Run 1, sizing map:
(3 px per um)
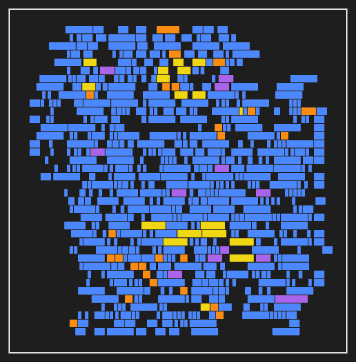
Run 1, zoomed window:
Region (16, 73) to (41, 98) um. Cells in gray, sequential cells in the stronger gray; small squares are vias.
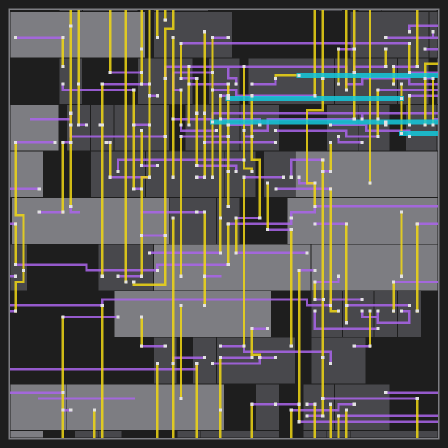
Run 1, placement by cell class:
(3 px per um)
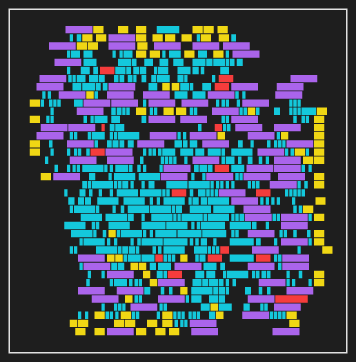
## config.mk

```make
export PLATFORM = sky130hd
export DESIGN_NAME = approx_dadda_mul_pipe
export DESIGN_NICKNAME = d
export VERILOG_FILES = /design/src/rtl/approx_dadda_mul_pipe.sv
export SDC_FILE = /design/constraint.sdc
export NUM_CORES = 1
export LEC_CHECK = 0
export CORE_AREA = 4 4 108 110
export DETAILED_ROUTE_END_ITERATION = 8
export DIE_AREA = 0 0 112 114
export PLACE_DENSITY = 0.75
export SYNTH_ARGS = -nofsm -noshare
export SYNTH_HDL_FRONTEND = slang
export SYNTH_SLANG_ARGS = --single-unit
```

## constraint.sdc

```tcl
create_clock -name clk -period 4.3 [get_ports clk]
set_input_delay 1.29 -clock clk [delete_from_list [all_inputs] [get_ports clk]]
set_output_delay 1.29 -clock clk [all_outputs]
set_load 0.02 [all_outputs]
```

## src/rtl/approx_dadda_mul_pipe.sv

```systemverilog
// Purpose : 3-stage unsigned WIDTH x WIDTH multiplier, per-transaction exact/approximate low columns.
// Latency : 3 cycles accept-to-out_valid, one transaction per cycle while out_ready is high.
// Backpr. : single global advance (!s3_valid || out_ready); on stall every stage and output holds.
//
// Ports:
//   clk, rst_n                 clock, asynchronous active-low reset
//   in_valid/in_ready          operand handshake; in_a, in_b, in_approx, in_tag travel with it
//   out_valid/out_ready        result handshake; out_prod, out_approx, out_tag travel with it
//   cnt_clr, approx_cnt        synchronous clear / saturating count of accepted approximate ops
module approx_dadda_mul_pipe #(
    parameter int WIDTH       = 8,
    parameter int APPROX_COLS = 4,
    parameter int TAG_W       = 4
) (
    input  logic                 clk,
    input  logic                 rst_n,
    input  logic                 in_valid,
    output logic                 in_ready,
    input  logic [WIDTH-1:0]     in_a,
    input  logic [WIDTH-1:0]     in_b,
    input  logic                 in_approx,
    input  logic [TAG_W-1:0]     in_tag,
    output logic                 out_valid,
    input  logic                 out_ready,
    output logic [2*WIDTH-1:0]   out_prod,
    output logic                 out_approx,
    output logic [TAG_W-1:0]     out_tag,
    input  logic                 cnt_clr,
    output logic [15:0]          approx_cnt
);

    localparam int PW = 2 * WIDTH;
    localparam int NG = PW / 4;   // WIDTH is even, so PW is a whole number of 4-bit groups

    // ---------------- stage registers ----------------
    logic                 r_s1_vld;
    logic [WIDTH-1:0]     r_s1_a;
    logic [WIDTH-1:0]     r_s1_b;
    logic                 r_s1_apx;
    logic [TAG_W-1:0]     r_s1_tag;

    logic                 r_s2_vld;
    logic [PW-1:0]        r_s2_sum;
    logic [PW-1:0]        r_s2_car;
    logic                 r_s2_apx;
    logic [TAG_W-1:0]     r_s2_tag;

    logic                 r_s3_vld;
    logic [PW-1:0]        r_s3_prod;
    logic                 r_s3_apx;
    logic [TAG_W-1:0]     r_s3_tag;

    logic [15:0]          r_cnt;

    logic                 w_advance;
    logic                 w_accept;
    logic [PW-1:0]        w_sum;
    logic [PW-1:0]        w_car;
    logic [PW-1:0]        w_add;

    assign w_advance = !r_s3_vld || out_ready;
    assign w_accept  = in_valid && w_advance;
    assign in_ready  = w_advance;

    // ---------------- S2: partial products + carry-save reduction ----------------
    // In approximate mode the pp bits of columns below APPROX_COLS are removed from the
    // adder array and replaced by the OR of each column. Because those columns feed the
    // array only zeros, no carry can land below APPROX_COLS, so the OR bits can simply be
    // merged into the sum row.
    always_comb begin
        logic [PW-1:0] lo_mask;
        logic [PW-1:0] or_bits;
        logic [PW-1:0] row;
        logic [PW-1:0] s_acc;
        logic [PW-1:0] c_acc;
        logic [PW-1:0] t_sum;
        logic [PW-1:0] t_car;

        lo_mask = '0;
        or_bits = '0;
        row     = '0;
        s_acc   = '0;
        c_acc   = '0;
        t_sum   = '0;
        t_car   = '0;

        for (int c = 0; c < PW; c++) begin
            if (c < APPROX_COLS) begin
                lo_mask[c] = 1'b1;
            end
        end

        for (int i = 0; i < WIDTH; i++) begin
            for (int j = 0; j < WIDTH; j++) begin
                if ((i + j) < APPROX_COLS) begin
                    or_bits[i+j] = or_bits[i+j] | (r_s1_a[j] & r_s1_b[i]);
                end
            end
        end

        // Row-by-row 3:2 compression keeps two rows whose sum is the exact column total.
        for (int i = 0; i < WIDTH; i++) begin
            row = PW'(r_s1_a & {WIDTH{r_s1_b[i]}}) << i;
            if (r_s1_apx) begin
                row = row & ~lo_mask;
            end
            t_sum = s_acc ^ c_acc ^ row;
            t_car = ((s_acc & c_acc) | (s_acc & row) | (c_acc & row)) << 1;
            s_acc = t_sum;
            c_acc = t_car;
        end

        w_sum = r_s1_apx ? (s_acc | or_bits) : s_acc;
        w_car = c_acc;
    end

    // ---------------- S3: carry-lookahead adder, 4-bit groups, carry-in 0 ----------------
    always_comb begin
        logic [3:0] gg;
        logic [3:0] pp;
        logic [3:0] cc;
        logic       gc;
        logic       grp_g;
        logic       grp_p;

        gg    = '0;
        pp    = '0;
        cc    = '0;
        gc    = 1'b0;
        grp_g = 1'b0;
        grp_p = 1'b0;
        w_add = '0;

        for (int g = 0; g < NG; g++) begin
            gg = r_s2_sum[4*g +: 4] & r_s2_car[4*g +: 4];
            pp = r_s2_sum[4*g +: 4] ^ r_s2_car[4*g +: 4];

            cc[0] = gc;
            cc[1] = gg[0] | (pp[0] & gc);
            cc[2] = gg[1] | (pp[1] & gg[0]) | (pp[1] & pp[0] & gc);
            cc[3] = gg[2] | (pp[2] & gg[1]) | (pp[2] & pp[1] & gg[0])
                  | (pp[2] & pp[1] & pp[0] & gc);

            grp_g = gg[3] | (pp[3] & gg[2]) | (pp[3] & pp[2] & gg[1])
                  | (pp[3] & pp[2] & pp[1] & gg[0]);
            grp_p = &pp;

            w_add[4*g +: 4] = pp ^ cc;
            gc = grp_g | (grp_p & gc);
        end
    end

    // ---------------- pipeline registers ----------------
    always_ff @(posedge clk or negedge rst_n) begin
        if (!rst_n) begin
            r_s1_vld  <= 1'b0;
            r_s1_a    <= '0;
            r_s1_b    <= '0;
            r_s1_apx  <= 1'b0;
            r_s1_tag  <= '0;
            r_s2_vld  <= 1'b0;
            r_s2_sum  <= '0;
            r_s2_car  <= '0;
            r_s2_apx  <= 1'b0;
            r_s2_tag  <= '0;
            r_s3_vld  <= 1'b0;
            r_s3_prod <= '0;
            r_s3_apx  <= 1'b0;
            r_s3_tag  <= '0;
        end else if (w_advance) begin
            r_s1_vld  <= in_valid;
            r_s1_a    <= in_a;
            r_s1_b    <= in_b;
            r_s1_apx  <= in_approx;
            r_s1_tag  <= in_tag;
            r_s2_vld  <= r_s1_vld;
            r_s2_sum  <= w_sum;
            r_s2_car  <= w_car;
            r_s2_apx  <= r_s1_apx;
            r_s2_tag  <= r_s1_tag;
            r_s3_vld  <= r_s2_vld;
            r_s3_prod <= w_add;
            r_s3_apx  <= r_s2_apx;
            r_s3_tag  <= r_s2_tag;
        end
    end

    // Clear wins over a same-cycle approximate accept.
    always_ff @(posedge clk or negedge rst_n) begin
        if (!rst_n) begin
            r_cnt <= '0;
        end else if (cnt_clr) begin
            r_cnt <= '0;
        end else if (w_accept && in_approx && (r_cnt != 16'hFFFF)) begin
            r_cnt <= r_cnt + 16'd1;
        end
    end

    assign out_valid  = r_s3_vld;
    assign out_prod   = r_s3_prod;
    assign out_approx = r_s3_apx;
    assign out_tag    = r_s3_tag;
    assign approx_cnt = r_cnt;

endmodule

```

==> impl_metrics.csv, run 1 <==
group,metric,value,unit
run_status,status,"finished clean",
worst_setup_path,endpoint_kind,"register",
run,max_cap_viol_count,0,
clock_tree,root_buffer,"clkbuf_8",
logic_synthesis,ys_sh_mux,0.191,%
worst_setup_path,path_cells,"and2_1 > ha_1 > inv_1 > fa_2 > fa_1 > fa_2 > fa_1 > fa_1 > inv_1 > fa_1 > nand2_1 > nand2_1",
final_timing,clock_skew,0.00762,ns
detailed_routing,vias_per_cell,5.05,
detailed_routing,route.met3.wl,379,um
worst_setup_path,critPathLaunchType,"register",
pwr,power_leader,"combinational logic",
placement,io_buffers,64,
clock_tree,clock-sinks,88,
logic_synthesis,avgSynthCellArea,9.30,sq um
detailed_routing,num_vias,3870,
pwr,irDropWorstVdd,265,uV
floorplan,nWellTaps,140,
worst_setup_path,r2r_start,"r_s1_b[0]",
worst_setup_path,cp_slowest_stage_delay,0.56,ns
logic_synthesis,yosysUniqueCellTypes,45,
final_timing,worstMarginPinSlew,0.797,ns
clock_tree,htreeDepth,3,
detailed_routing,wirelength,10200,um
pwr,p_leak,2.91,nW
final_timing,finalClockPeriodUsage,97.0,%
pwr,clock_power,0.578,mW
logic_synthesis,async_reset_ff_share,100,%
placement,place_inst,750,
pwr,p_seq,1.28,mW
final_timing,finalSetupViolCount,0,
final_layout,nonClkBufAreaFrac,12.3,%
logic_synthesis,ys_cells,565,
logic_synthesis,common_cells,"216 x nand2_1, 88 x dfrtp_1, 44 x fa_1, 29 x inv_1, 25 x clkbuf_1",
final_layout,drive_above_1_share,8.79,%
final_layout,design.seq.count,88,
clock_tree,post-cts-setup-buffers,0,
worst_setup_path,crit_buf_inv,2,
detailed_routing,drc,0,
final_timing,fin_crit,4.17,ns
worst_setup_path,cp.arrival,4.47,ns
placement,post-place-ws,0.0186,ns
final_timing,setup_ws,0.131,ns
final_layout,lay_top_count,"nand2_1",
global_route,gr-usage-met1,20.7,%
Notes on 'sizing map' above:
yellow -> _2 cells  # cells 18
blue -> _0 and _1 cells  # cells 571
orange -> _3 and _4 cells  # cells 25
purple -> _6 and larger  # cells 12
Layout Area Growth over Synthesis: 19.2%
Signal buffers: 82

Notes on 'zoomed window' above:
yellow -> metal 2
cyan -> metal 3
purple -> metal 1
most frequent = dfrtp_1 (8), a21oi_1 (7)
cells with their middle in the window = 43
sequential cells in the window = 8
netlist names of flops here include = approx_cnt (4), out_prod (2)

Notes on 'placement by cell class' above:
cyan -> combinational and other logic  # cells 441
purple -> flops  # cells 88
red -> clock drivers and dummy loads  # cells 15
yellow -> other buffers and delay cells  # cells 82
Seq area share: 35.2%
CORE AREA: 10,700 sq um
post-layout util: 58.6%
post-route cell area: 6260 sq um

run 1: worst paths after layout:
| check | end | slack [ns] | cells after the start |
|---|---|---|---|
| setup / recovery | r_s2_sum[7] | 0.13 | 12 |
| max in group asynchronous | r_s2_tag[0] | 2.60 | 2 |
| min in group asynchronous | r_s1_a[4] | 0.99 | 1 |
| setup reg to reg | r_s2_sum[7] | 0.13 | 12 |
| hold / removal | r_s2_vld | 0.47 | 2 |
| hold reg to reg | r_s2_vld | 0.47 | 2 |
run 1: flip-flops by register name, indices dropped and copies added (netlist names), 4 cells and up:
register    cells
r_s2_sum       15
r_s1_a          8
r_s2_tag        4
out_tag         4
approx_cnt     16
r_s2_car        7
out_prod       16
r_s1_tag        4
r_s1_b          8
Run 1, signal wires on met1:
(4 px per um)
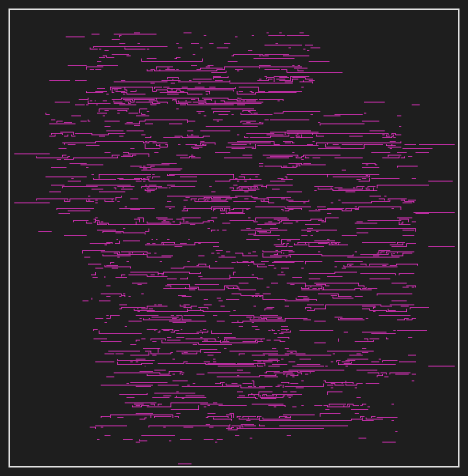

## Run 2: what changed since run 1
- PLACE_DENSITY: 0.75 -> 0.72
- clock period: 4.3 -> 4 ns (I/O delays scaled with it)
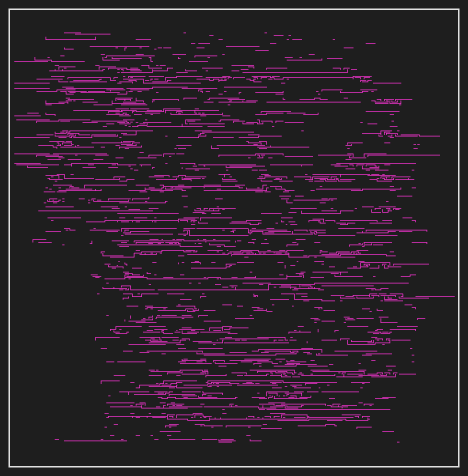
Run 2: signal wires on met1
(4 px per um)
main direction = horizontal
wire length on this layer = 4,680 um
share of all routed wire = 46%

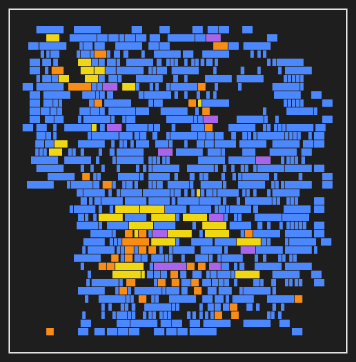
Run 2: sizing map
(3 px per um)
purple -> _6 and larger  # cells 11
orange -> _3 and _4 cells  # cells 37
blue -> _0 and _1 cells  # cells 558
yellow -> _2 cells  # cells 28
Layout Area Growth over Synthesis: 20.9%
post-route setup slack: -0.101 ns

==> impl_metrics.csv, run 2 <==
group,metric,value,unit
final_timing,finalClockPeriodUsage,103,%
worst_setup_path,critPathLaunchType,"register",
logic_synthesis,async_reset_ff_share,100,%
final_layout,stdcell_area,6350,sq um
worst_setup_path,r2r_start,"r_s1_b[0]",
worst_setup_path,r2r_slack,-0.10,ns
clock_tree,root_buffer,"clkbuf_8",
final_timing,slew_violations,0,
worst_setup_path,cp_slowest_stage_delay,0.57,ns
final_layout,stdcell_count,774,
placement,io_buffers,64,
detailed_routing,vias_per_cell,4.94,
final_timing,fin_crit,4.10,ns
detailed_routing,num_vias,3827,
final_timing,clock_skew,0.0128,ns
detailed_routing,wirelength,10200,um
worst_setup_path,endpoint_kind,"register",
final_layout,final_cell_mix,"216 x nand2_1, 86 x dfrtp_1, 63 x clkdlybuf4s50_1",
logic_synthesis,ys_cells,565,
global_route,gr-usage-met1,22.6,%
detailed_routing,drc,0,
pwr,clock_power,0.619,mW
detailed_routing,drt_iter0_drc,229,
final_layout,lay_top_count,"nand2_1",
logic_synthesis,synth.ff_latch_count,88,
pwr,internal_power,2.49,mW
pwr,clkPwrFrac,14.7,%
final_timing,worstMarginPinSlew,0.764,ns
floorplan,die_x,112,um
logic_synthesis,common_cells,"216 x nand2_1, 88 x dfrtp_1, 44 x fa_1, 29 x inv_1, 25 x clkbuf_1",
detailed_routing,route.met3.wl,320,um
logic_synthesis,fp_nets,650,
pwr,irDropWorstVdd,287,uV
floorplan,core_area,10700,sq um
final_layout,buffers,89,
detailed_routing,drtPass1Iterations,4,
detailed_routing,post_drt_wl_per_cell,13.1,um
pwr,swShare,40.7,%
global_route,grt_pass1_vias,3876,
worst_setup_path,crit_buf_inv,2,
run_status,status,"complete, but fails checks",
logic_synthesis,yosysUniqueCellTypes,45,
final_layout,seq_share,34.7,%
logic_synthesis,area_leaders,"dfrtp_1 42%, fa_1 17%, nand2_1 15%",
floorplan,chip_area,12800,sq um
pwr,p_leak,2.95,nW
logic_synthesis,xor_area_share,2.50,%
global_route,top_usage_layer,"met2",
final_layout,design.seq.count,88,
final_layout,nonClkBufAreaFrac,13.0,%
final_timing,slew-limit-headroom,49.1,%
worst_setup_path,critPathLaunch,"r_s1_b[0]",
clock_tree,clock-sinks,88,
placement,post-place-ws,-0.101,ns
run,warning_count,29,
final_timing,finalSetupViolCount,5,
pwr,power,4.20,mW
clock_tree,htreeDepth,3,
min_path,whs_path_depth,2,
worst_setup_path,path_depth,12,
min_path,min_path_type,"reg2reg",
pwr,p_seq,1.37,mW
logic_synthesis,yosys.stat.seqShare,41.9,%
floorplan,ios,65,
worst_setup_path,cp.arrival,4.40,ns
logic_synthesis,netlist.area_leader.share,41.9,%
min_path,hold_end,"out_prod[6]",
logic_synthesis,avgSynthCellArea,9.30,sq um
pwr,power_leader,"combinational logic",
pwr,seq_power_share,32.7,%
final_layout,drive_above_1_share,12.0,%
logic_synthesis,ff_type,"dfrtp_1",
logic_synthesis,ys_sh_aoi,4.62,%
worst_setup_path,crit_end,"r_s2_sum[7]",
run,max_cap_viol_count,0,
final_layout,postLayoutCoreUtil,59.4,%
worst_setup_path,path_cells,"and2_4 > ha_1 > inv_2 > fa_2 > fa_1 > fa_1 > fa_1 > fa_1 > inv_1 > fa_1 > nand2_1 > nand2_1",
run_status,violations,"negative setup slack",
worst_setup_path,r2r_cells,12,
logic_synthesis,most_common_cell,"nand2_1",
logic_synthesis,top_logic_kind,"simple AND/OR/NAND/NOR gates",
final_timing,setup_ws,-0.101,ns
worst_setup_path,reg2reg_to,"r_s2_sum[7]",
floorplan,nWellTaps,140,
logic_synthesis,ys_sh_mux,0.191,%
placement,place_inst,753,
logic_synthesis,syn_area,5250,sq um
detailed_routing,route.met2.wl,5000,um
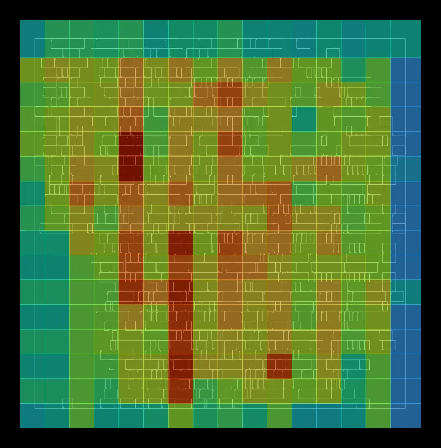
Run 2: routing congestion map
GRT Overall Usage: 17.3%
fraction of met2 tracks used by global routing: 29.7%

[run 2: cell counts after synthesis]
Identical to the previous run, type by type.
[run 2: cell families (layout without fill, tap and decap cells)]
| group | count (synthesis) | after routing |
|---|---|---|
| AND-OR/OR-AND | 38 | 38 |
| buffers and inverters | 66 | 135 |
| AND/OR/NAND/NOR | 298 | 298 |
| XOR/XNOR | 15 | 15 |
| flip-flops | 88 | 88 |
| adder cells (fa/ha/maj) | 59 | 59 |
| multiplexers | 1 | 1 |
[run 2: timing repair]
| item | CTS | global route |
|---|---|---|
| buffers inserted | 2 | 3 |
| gates cloned | 0 | 0 |
| endpoints found under the setup margin | 5 | 10 |
| resized | 9 | 10 |
| pin swaps | 6 | 5 |
Power is estimated from default activity; no workload was simulated.
